Fig. 1: run 1, metal 3
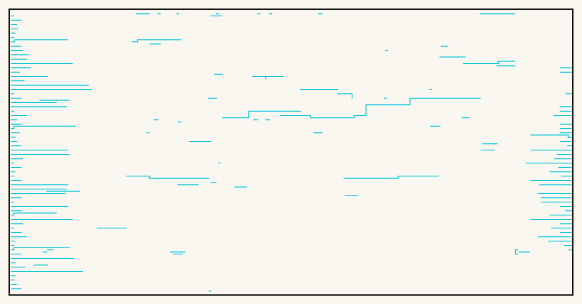
Fig. 2: run 1, track usage over the die
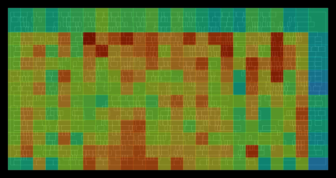
Fig. 3: run 1, M1 wires
The bar under the picture is 50 um long. Supply wires on this layer in grey.
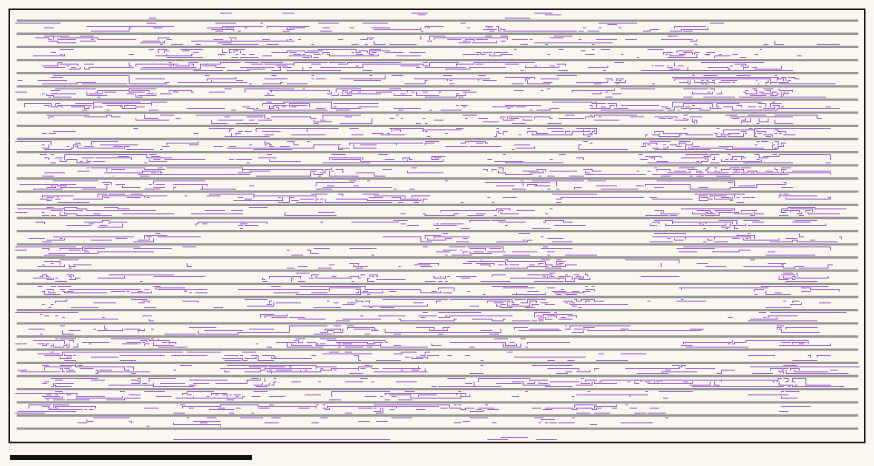
==> src/rtl/mem_arbiter.sv <==
// mem_arbiter: round-robin arbiter and sequencer that puts two requesters
// (A = instruction fetch, B = load/store) in front of one cache/RAM port.
// The granted transaction is held stable on mem_* until the cache reports
// done on mem_state. Read data then comes back with a one-cycle ack.
//
// Ports:
//   clk, rst                          clock, asynchronous active-high reset
//   a_req/a_wr/a_addr/a_data, a_ack   requester A; req is held until ack
//   b_req/b_wr/b_addr/b_data, b_ack   requester B, same protocol
//   rsp_q, rsp_err                    read data / timeout flag, valid with ack
//   mem_addr/mem_data/mem_wr          registered cache inputs
//   mem_state, mem_miss, mem_q        cache done, miss flag, read data
//   miss_cnt, cnt_clr                 saturating read-miss counter and its clear
//   busy                              high whenever not IDLE
module mem_arbiter #(
  parameter int unsigned AW      = 32,
  parameter int unsigned DW      = 32,
  parameter int unsigned CW      = 16,
  parameter int unsigned TIMEOUT = 64
) (
  input  logic          clk,
  input  logic          rst,
  input  logic          a_req,
  input  logic          a_wr,
  input  logic [AW-1:0] a_addr,
  input  logic [DW-1:0] a_data,
  output logic          a_ack,
  input  logic          b_req,
  input  logic          b_wr,
  input  logic [AW-1:0] b_addr,
  input  logic [DW-1:0] b_data,
  output logic          b_ack,
  output logic [DW-1:0] rsp_q,
  output logic          rsp_err,
  output logic [AW-1:0] mem_addr,
  output logic [DW-1:0] mem_data,
  output logic          mem_wr,
  input  logic          mem_state,
  input  logic          mem_miss,
  input  logic [DW-1:0] mem_q,
  output logic [CW-1:0] miss_cnt,
  input  logic          cnt_clr,
  output logic          busy
);

  localparam int unsigned WCW = (TIMEOUT > 1) ? $clog2(TIMEOUT) : 1;
  localparam logic GNT_A = 1'b0;
  localparam logic GNT_B = 1'b1;

  typedef enum logic [1:0] {
    IDLE  = 2'd0,
    ISSUE = 2'd1,
    WAIT  = 2'd2,
    RESP  = 2'd3
  } state_t;

  state_t           state, state_nxt;
  logic             last_grant, last_grant_nxt;
  logic [WCW-1:0]   wait_cnt, wait_cnt_nxt;
  logic             a_ack_nxt, b_ack_nxt;
  logic [DW-1:0]    rsp_q_nxt;
  logic             rsp_err_nxt;
  logic [AW-1:0]    mem_addr_nxt;
  logic [DW-1:0]    mem_data_nxt;
  logic             mem_wr_nxt;
  logic [CW-1:0]    miss_cnt_nxt;
  logic             busy_nxt;
  logic             pick_b;
  logic             miss_inc;

  // State and all registered outputs
  always_ff @(posedge clk or posedge rst) begin
    if (rst) begin
      state      <= IDLE;
      last_grant <= GNT_B;
      wait_cnt   <= '0;
      a_ack      <= 1'b0;
      b_ack      <= 1'b0;
      rsp_q      <= '0;
      rsp_err    <= 1'b0;
      mem_addr   <= '0;
      mem_data   <= '0;
      mem_wr     <= 1'b0;
      miss_cnt   <= '0;
      busy       <= 1'b0;
    end else begin
      state      <= state_nxt;
      last_grant <= last_grant_nxt;
      wait_cnt   <= wait_cnt_nxt;
      a_ack      <= a_ack_nxt;
      b_ack      <= b_ack_nxt;
      rsp_q      <= rsp_q_nxt;
      rsp_err    <= rsp_err_nxt;
      mem_addr   <= mem_addr_nxt;
      mem_data   <= mem_data_nxt;
      mem_wr     <= mem_wr_nxt;
      miss_cnt   <= miss_cnt_nxt;
      busy       <= busy_nxt;
    end
  end

  // Next-state and next-output logic
  always_comb begin
    state_nxt      = state;
    last_grant_nxt = last_grant;
    wait_cnt_nxt   = wait_cnt;
    a_ack_nxt      = 1'b0;
    b_ack_nxt      = 1'b0;
    rsp_q_nxt      = rsp_q;
    rsp_err_nxt    = rsp_err;
    mem_addr_nxt   = mem_addr;
    mem_data_nxt   = mem_data;
    mem_wr_nxt     = mem_wr;
    miss_cnt_nxt   = miss_cnt;
    miss_inc       = 1'b0;
    // B wins when it is alone, or on a tie when A was served last
    pick_b         = b_req && (!a_req || (last_grant == GNT_A));

    case (state)
      IDLE: begin
        if (a_req || b_req) begin
          last_grant_nxt = pick_b;
          mem_wr_nxt     = pick_b ? b_wr   : a_wr;
          mem_addr_nxt   = pick_b ? b_addr : a_addr;
          mem_data_nxt   = pick_b ? b_data : a_data;
          state_nxt      = ISSUE;
        end
      end

      // Cache has not seen the new inputs yet, so mem_state is stale here
      ISSUE: begin
        wait_cnt_nxt = '0;
        state_nxt    = WAIT;
      end

      WAIT: begin
        if (mem_state) begin
          if (!mem_wr) begin
            rsp_q_nxt = mem_q;
          end
          rsp_err_nxt = 1'b0;
          miss_inc    = !mem_wr && mem_miss;
          a_ack_nxt   = (last_grant == GNT_A);
          b_ack_nxt   = (last_grant == GNT_B);
          state_nxt   = RESP;
        end else if (wait_cnt == WCW'(TIMEOUT - 1)) begin
          rsp_err_nxt = 1'b1;
          a_ack_nxt   = (last_grant == GNT_A);
          b_ack_nxt   = (last_grant == GNT_B);
          state_nxt   = RESP;
        end else begin
          wait_cnt_nxt = wait_cnt + WCW'(1);
        end
      end

      RESP: begin
        state_nxt = IDLE;
      end

      default: begin
        state_nxt = IDLE;
      end
    endcase

    // Clear has priority over a coincident increment
    if (cnt_clr) begin
      miss_cnt_nxt = '0;
    end else if (miss_inc && (miss_cnt != '1)) begin
      miss_cnt_nxt = miss_cnt + CW'(1);
    end

    busy_nxt = (state_nxt != IDLE);
  end

endmodule

==> config.mk <==
export PLATFORM = sky130hd
export DESIGN_NAME = mem_arbiter
export DESIGN_NICKNAME = d
export VERILOG_FILES = /design/src/rtl/mem_arbiter.sv
export SDC_FILE = /design/constraint.sdc
export NUM_CORES = 1
export LEC_CHECK = 0
export ABC_AREA = 1
export CORE_ASPECT_RATIO = 0.5
export CORE_MARGIN = 1
export CORE_UTILIZATION = 38
export CTS_BUF_LIST = sky130_fd_sc_hd__clkbuf_4 sky130_fd_sc_hd__clkbuf_8
export DETAILED_ROUTE_END_ITERATION = 16
export GPL_TIMING_DRIVEN = 1
export PLACE_DENSITY_LB_ADDON = 0.2
export SETUP_SLACK_MARGIN = 0.5
export SYNTH_ARGS = -nofsm -noshare
export SYNTH_HDL_FRONTEND = slang
export SYNTH_SLANG_ARGS = --single-unit
==> constraint.sdc <==
create_clock -name clk -period 4.52 [get_ports clk]
set_input_delay 0.904 -clock clk [delete_from_list [all_inputs] [get_ports clk]]
set_output_delay 0.904 -clock clk [all_outputs]
set_load 0.05 [all_outputs]
==> flow_summary.json, run 1 <==
{
  "maxSlewViolCount": 0,
  "netlist_area_um2": 5780,
  "dpl-instance-area_um2": 8780,
  "cts_tree": "done",
  "yosysUniqueCellTypes": 26,
  "setup_viol": 0,
  "cts-buffers-inserted": 17,
  "ys_cells": 717,
  "nets": 1163,
  "cp.required_ns": 3.62,
  "clkLatencyLatePin_ns": 0.43,
  "startpoint_type": "flop",
  "status": "finished, final reports clean",
  "die_h_um": 89.2,
  "end_kind": "output pin",
  "critPathArrivalTime_ns": 1.79,
  "yosys.area.top_type_share_pct": 54.1,
  "chipArea_um2": 15700,
  "synth_seq_share_pct": 54.6,
  "gr-usage-met3_pct": 5.40,
  "ys_chip_area_um2": 5780,
  "hold_path_startpoint": "rsp_q[22]",
  "r2r_start": "state[0]",
  "drc_errors": 0,
  "rsz0062_at_grt": "false",
  "fillCellCount": 1282,
  "io_buffers": 285,
  "drt_first_pass_iters": 5,
  "cpMaxStageDelayCell": "clkdlybuf4s50_1",
  "synth_nets": 892,
  "vias": 5779,
  "place_hpwl_um": 12200,
  "hold_viol_final": 0,
  "vias_per_cell": 4.82,
  "top_area_cell": "dfrtp_1",
  "crit_chain": "clkdlybuf4s50_1",
  "root_buffer": "clkbuf_8",
  "warning_count": 29,
  "crit_start": "miss_cnt[12]",
  "ant_nets": 0,
  "fin_area_um2": 9130,
  "power_density_nw_per_um2": 698,
  "peakVddDrop_v": 0.000409,
  "min_path_type": "flop to flop",
  "rr_worst_depth": 7,
  "die_x_um": 176,
  "rows": 31,
  "place_congestion": 0.808,
  "clock_skew_ns": 0.0220,
  "post-route-min-period_ns": 2.70,
  "grt_max_degree": 97,
  "cp.buffers_inverters": 1,
  "core_area_um2": 14700,
  "syn_inst": 717,
  "postCtsResizedCells": 0,
  "leakagePower_nw": 4.02,
  "n_antenna_cell": 0,
  "syn2layout_area_growth_pct": 57.9,
  "cpLargestDelayFamily": "buffers and inverters",
  "cts_sinks": 126,
  "slew_headroom_pct": 20.7,
  "r2r_end": "rsp_q[3]"
}
-- Fig. 1 (at the start) --
share of all routed wire	5.7%
nets with wire on the layer	128
longest straight run	25.1 um

-- Fig. 2 (at the start) --
GR Util met2: 39.5%
all-layer global routing usage: 21.9%
most used routing layer: met2
wire per inst: 14.8 um
M1 GR Usage: 25.6%

-- Fig. 3 (at the start) --
nets with wire on the layer	1002
main direction	horizontal
share of all routed wire	41%

-- run 1: layout by cell type, fill, tap and decap left out, types with 3 or more instances in the layout --
cell type / instances
nor2_1: 86
clkinv_2: 6
nand4_1: 15
o21ai_1: 13
dfrtp_1: 125
o21ai_0: 127
nand3_1: 21
clkbuf_8: 17
nand2_1: 240
clkdlybuf4s50_1: 285
buf_4: 4
nor2_4: 5
nand2_2: 3
inv_1: 22
clkinvlp_4: 5
ha_1: 6
-- run 1: metrics by stage --
stage / util, % / worst slack [ns] / std cells
after global routing: 62.3 / 1.75 / 1198
after floorplan: - / 2.06 / 717
after detailed placement: 59.9 / 1.55 / 1167
final: 62.3 / 1.82 / 1198
after global placement: 59.9 / 1.65 / 1167
after CTS: 62.3 / 1.83 / 1198
-- run 1: synth_stat cells --
| library cell | n |
|---|---|
| nand2_1 | 241 |
| o21ai_0 | 127 |
| dfrtp_1 | 125 |
| nor2_1 | 87 |
| clkbuf_1 | 30 |
| inv_1 | 24 |
| nand3_1 | 21 |
| nand4_1 | 15 |
| o21ai_1 | 13 |
| ha_1 | 6 |
| nor2_4 | 4 |
| buf_2 | 3 |
| buf_1 | 2 |
| buf_6 | 2 |
| nand2_2 | 2 |
| nand3b_1 | 2 |
| o21bai_1 | 2 |
| or2_2 | 2 |
| xnor2_1 | 2 |
| a21oi_1 | 1 |
| a31o_2 | 1 |
| buf_4 | 1 |
| dfstp_2 | 1 |
| nor2_2 | 1 |
| nor2_8 | 1 |
| xor2_1 | 1 |
-- run 1: cells by family after synthesis --
logic type / count (synthesis) / share of synthesized area [%]
and+or+nand+nor: 376 / 26.7
DFF: 126 / 54.6
xor gates and xnor gates: 3 / 0.455
adders and majority gates: 6 / 1.30
buffers and inverters: 62 / 4.41
AOI/OAI and AO/OA: 144 / 12.6
-- run 1: flip-flops by register name (all words and copies together) (netlist names) --
| signal | cells |
|---|---|
| busy | 1 |
| miss_cnt | 16 |
| state | 2 |
| rsp_err | 1 |
| last_grant | 1 |
| mem_data | 32 |
| b_ack | 1 |
| a_ack | 1 |
| wait_cnt | 6 |
| mem_wr | 1 |
| rsp_q | 32 |
| mem_addr | 32 |
-- run 1: worst max path at each step --
stage                        end  slack (ns)
floorplan                  a_ack        2.06
global placement       rsp_q[22]        1.65
detailed placement      rsp_q[3]        1.55
CTS                 miss_cnt[12]        1.83
global route        miss_cnt[12]        1.75
finish              miss_cnt[12]        1.82
-- run 1: area by class of cell --
type,count,area (um^2),area share [%]
well taps,198,248,2.71
clock buffers,19,249,2.73
flip-flops and latches,126,3150,34.6
inverters,24,93.8,1.03
multi-input cells,529,2380,26.1
clock inverters,12,98.8,1.08
repair buffers,290,2900,31.8
-- run 1: power by group --
group,switching [mW],total [mW],internal [mW],leakage [nW]
registers,0.267,1.86,1.60,1.58
logic,2.45,3.61,1.16,2.27
clock network,0.459,0.897,0.437,0.174
total,3.17,6.37,3.19,4.02
-- run 1: routing by layer --
metal  vias up  routed length, um
met1      2703               7190
met3        32               1020
met2       185               9100
met5         -                  0
met4         0                441
li1       2859                  -
Fig. 4: run 1, the metal 4 layer
The bar under the picture is 50 um long. Supply wires on this layer in grey.
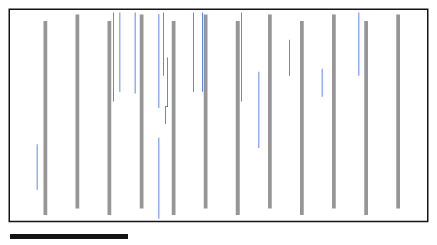

==> run 2, diff against run 1 <==
CORE_UTILIZATION = 42   (was 38)
clock period = 2.5 ns   (was 4.52 ns; I/O delays follow)
Fig. 5: run 2, the metal 4 layer
The bar under the picture is 50 um long. Supply wires on this layer in grey.
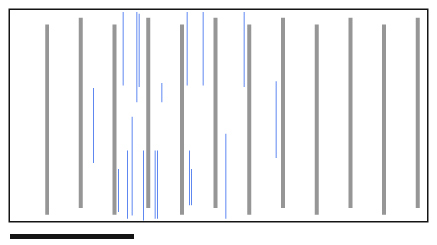
longest straight run	39.4 um
main direction	vertical
nets with wire on the layer	16
share of all routed wire	2.8%
wire length on this layer	487 um

==> run 2 against run 1 <==
Against the previous run: non-clock buffer count rose by 10; critical path depth did not move; first-iteration DRC count rose by 40%; final cell count fell by 1.4%; worst hold slack got worse by 0.0072 ns; wire length fell by 1.8%; combinational power rose by 68%; sequential cell count did not move; critical endpoint is now miss_cnt[8]; largest cell class unchanged.
==> flow_summary.json, run 2 <==
{
  "ys_sh_simple_pct": 26.7,
  "final-seq-area_um2": 3150,
  "cts_sinks": 126,
  "io_buffers": 285,
  "cp.buffers_inverters": 1,
  "chipArea_um2": 14300,
  "wl_per_cell_um": 14.8,
  "top_cell": "nand2_1",
  "vias": 5808,
  "p_switching_mw": 5.70,
  "setup_viol": 0,
  "top_area_cell": "dfrtp_1",
  "cpMaxStageDelayCell": "clkdlybuf4s15_1",
  "post-route-period-util_pct": 77.6,
  "peakVddDrop_v": 0.000659,
  "clock_skew_ns": 0.0136,
  "startpoint_type": "flop",
  "root_buffer": "clkbuf_8",
  "die_x_um": 168,
  "core_area_um2": 13000,
  "final_layout_top_logic_cells": "240 x nand2_1, 168 x clkdlybuf4s50_1, 127 x o21ai_0, 125 x dfrtp_1, 107 x dlygate4sd2_1",
  "synth_area_per_cell_um2": 8.06,
  "ant_nets": 0,
  "critPathArrivalTime_ns": 1.44,
  "synth_seq_share_pct": 54.6,
  "netlist_area_um2": 5780,
  "syn2layout_area_growth_pct": 57.6,
  "pwr-share-comb_pct": 53.7,
  "edf_count": 0,
  "ys_sh_adder_pct": 1.30,
  "cts_tree": "done",
  "power_density_nw_per_um2": 1240,
  "flop_cell": "dfrtp_1",
  "fillCellCount": 1094,
  "yosysUniqueCellTypes": 26,
  "clkLatencyLatePin_ns": 0.43,
  "drt_first_pass_iters": 4,
  "synth_nets": 892,
  "cp.required_ns": 2.00,
  "yosys.area.top_type_share_pct": 54.1,
  "slew_headroom_pct": 52.4,
  "p_seq_share_pct": 29.5,
  "swShare_pct": 50.6,
  "fin_ws_ns": 0.560,
  "die_h_um": 85.0,
  "warning_count": 30,
  "pin_count": 286,
  "ys_cells": 717,
  "dp_slack_ns": 0.309,
  "end_kind": "output pin",
  "syn_inst": 717,
  "hold_viol_final": 0,
  "synth.area.mux_share_pct": 0,
  "ys_chip_area_um2": 5780,
  "cts-buffers-inserted": 17,
  "p_int_mw": 5.56,
  "ys_top_logic_family": "simple AND/OR/NAND/NOR gates",
  "n_antenna_cell": 0,
  "pwr-share-clk_pct": 16.8,
  "comb_area_um2": 2380,
  "xor_share_pct": 0.454,
  "crit_chain": "clkdlybuf4s15_1",
  "place_congestion": 0.842,
  "nets": 1173,
  "min_path_type": "flop to flop",
  "async_flop_share_pct": 100,
  "reg.largest.list": "mem_addr: 32 flops, mem_data: 32 flops, rsp_q: 32 flops",
  "cpLargestDelayFamily": "buffers and inverters",
  "grt_max_degree": 95,
  "place_hpwl_um": 12400,
  "maxSlewViolCount": 0,
  "drc_errors": 0,
  "leakagePower_nw": 4.39,
  "status": "finished, final reports clean",
  "synthTopCellsByCount": "241 x nand2_1, 127 x o21ai_0, 125 x dfrtp_1",
  "vias_per_cell": 4.92
}
## run 2: worst paths after layout
path                              from          end  slack, ns  cells past startpoint
setup / recovery           miss_cnt[8]  miss_cnt[8]       0.56                      1
hold / removal                rsp_q[0]     rsp_q[0]       0.47                      2
setup reg to reg              state[0]  miss_cnt[9]       0.71                      9
hold reg to reg               rsp_q[0]     rsp_q[0]       0.47                      2
max in group asynchronous          rst  mem_data[9]       1.47                      3
min in group asynchronous          rst  wait_cnt[4]       0.52                      3
## run 2: kinds of logic after synthesis
| logic type | count (synthesis) |
|---|---|
| DFF | 126 |
| xor gates and xnor gates | 3 |
| AOI/OAI and AO/OA | 144 |
| and+or+nand+nor | 376 |
| buffers and inverters | 62 |
| adders and majority gates | 6 |
## run 2: what timing repair did
item,in CTS,in global routing
resized,117,12
setup buffers,0,3
pin swaps,0,2
endpoints found under the setup margin,117,26
## run 2: area by class of cell
cell class	count	share of cell area [%]
tap	170	2.33
clock buffer	21	3.10
inverter	24	1.03
clock inverter	11	1.52
timing repair buffer	300	31.2
multi-input combinational	529	26.1
sequential	126	34.6
## run 2: power groups by stage
stage | Combinational (mW) | Clock [mW] | Sequential [mW]
floorplan | 1.47 | 0 | 6.09
global placement | 6.53 | 0 | 3.35
detailed placement | 6.62 | 0 | 3.38
CTS | 6.09 | 1.93 | 3.32
global route | 6.45 | 2.02 | 3.42
finish | 6.06 | 1.89 | 3.32
## run 2: metrics by stage
step | utilization [%] | power (mW) | area, um^2 | instances
floorplan | - | 7.56 | 5790 | 717
detailed placement | 67.5 | 10.0 | 8800 | 1146
global placement | 67.5 | 9.88 | 8800 | 1146
finish | 69.9 | 11.3 | 9110 | 1181
global route | 69.9 | 11.9 | 9110 | 1181
CTS | 69.7 | 11.3 | 9070 | 1178
## run 2: layer usage
| layer | global-route usage [%] | vias to the layer above | routed length (um) |
|---|---|---|---|
| li1 | - | 2880 | - |
| met4 | 9.42 | 0 | 486 |
| met5 | 0 | - | 0 |
| met3 | 6.72 | 39 | 1080 |
| met1 | 29.8 | 2693 | 7010 |
| met2 | 44.0 | 196 | 8860 |
No activity file was given, so power comes from the tool's default toggle rates.
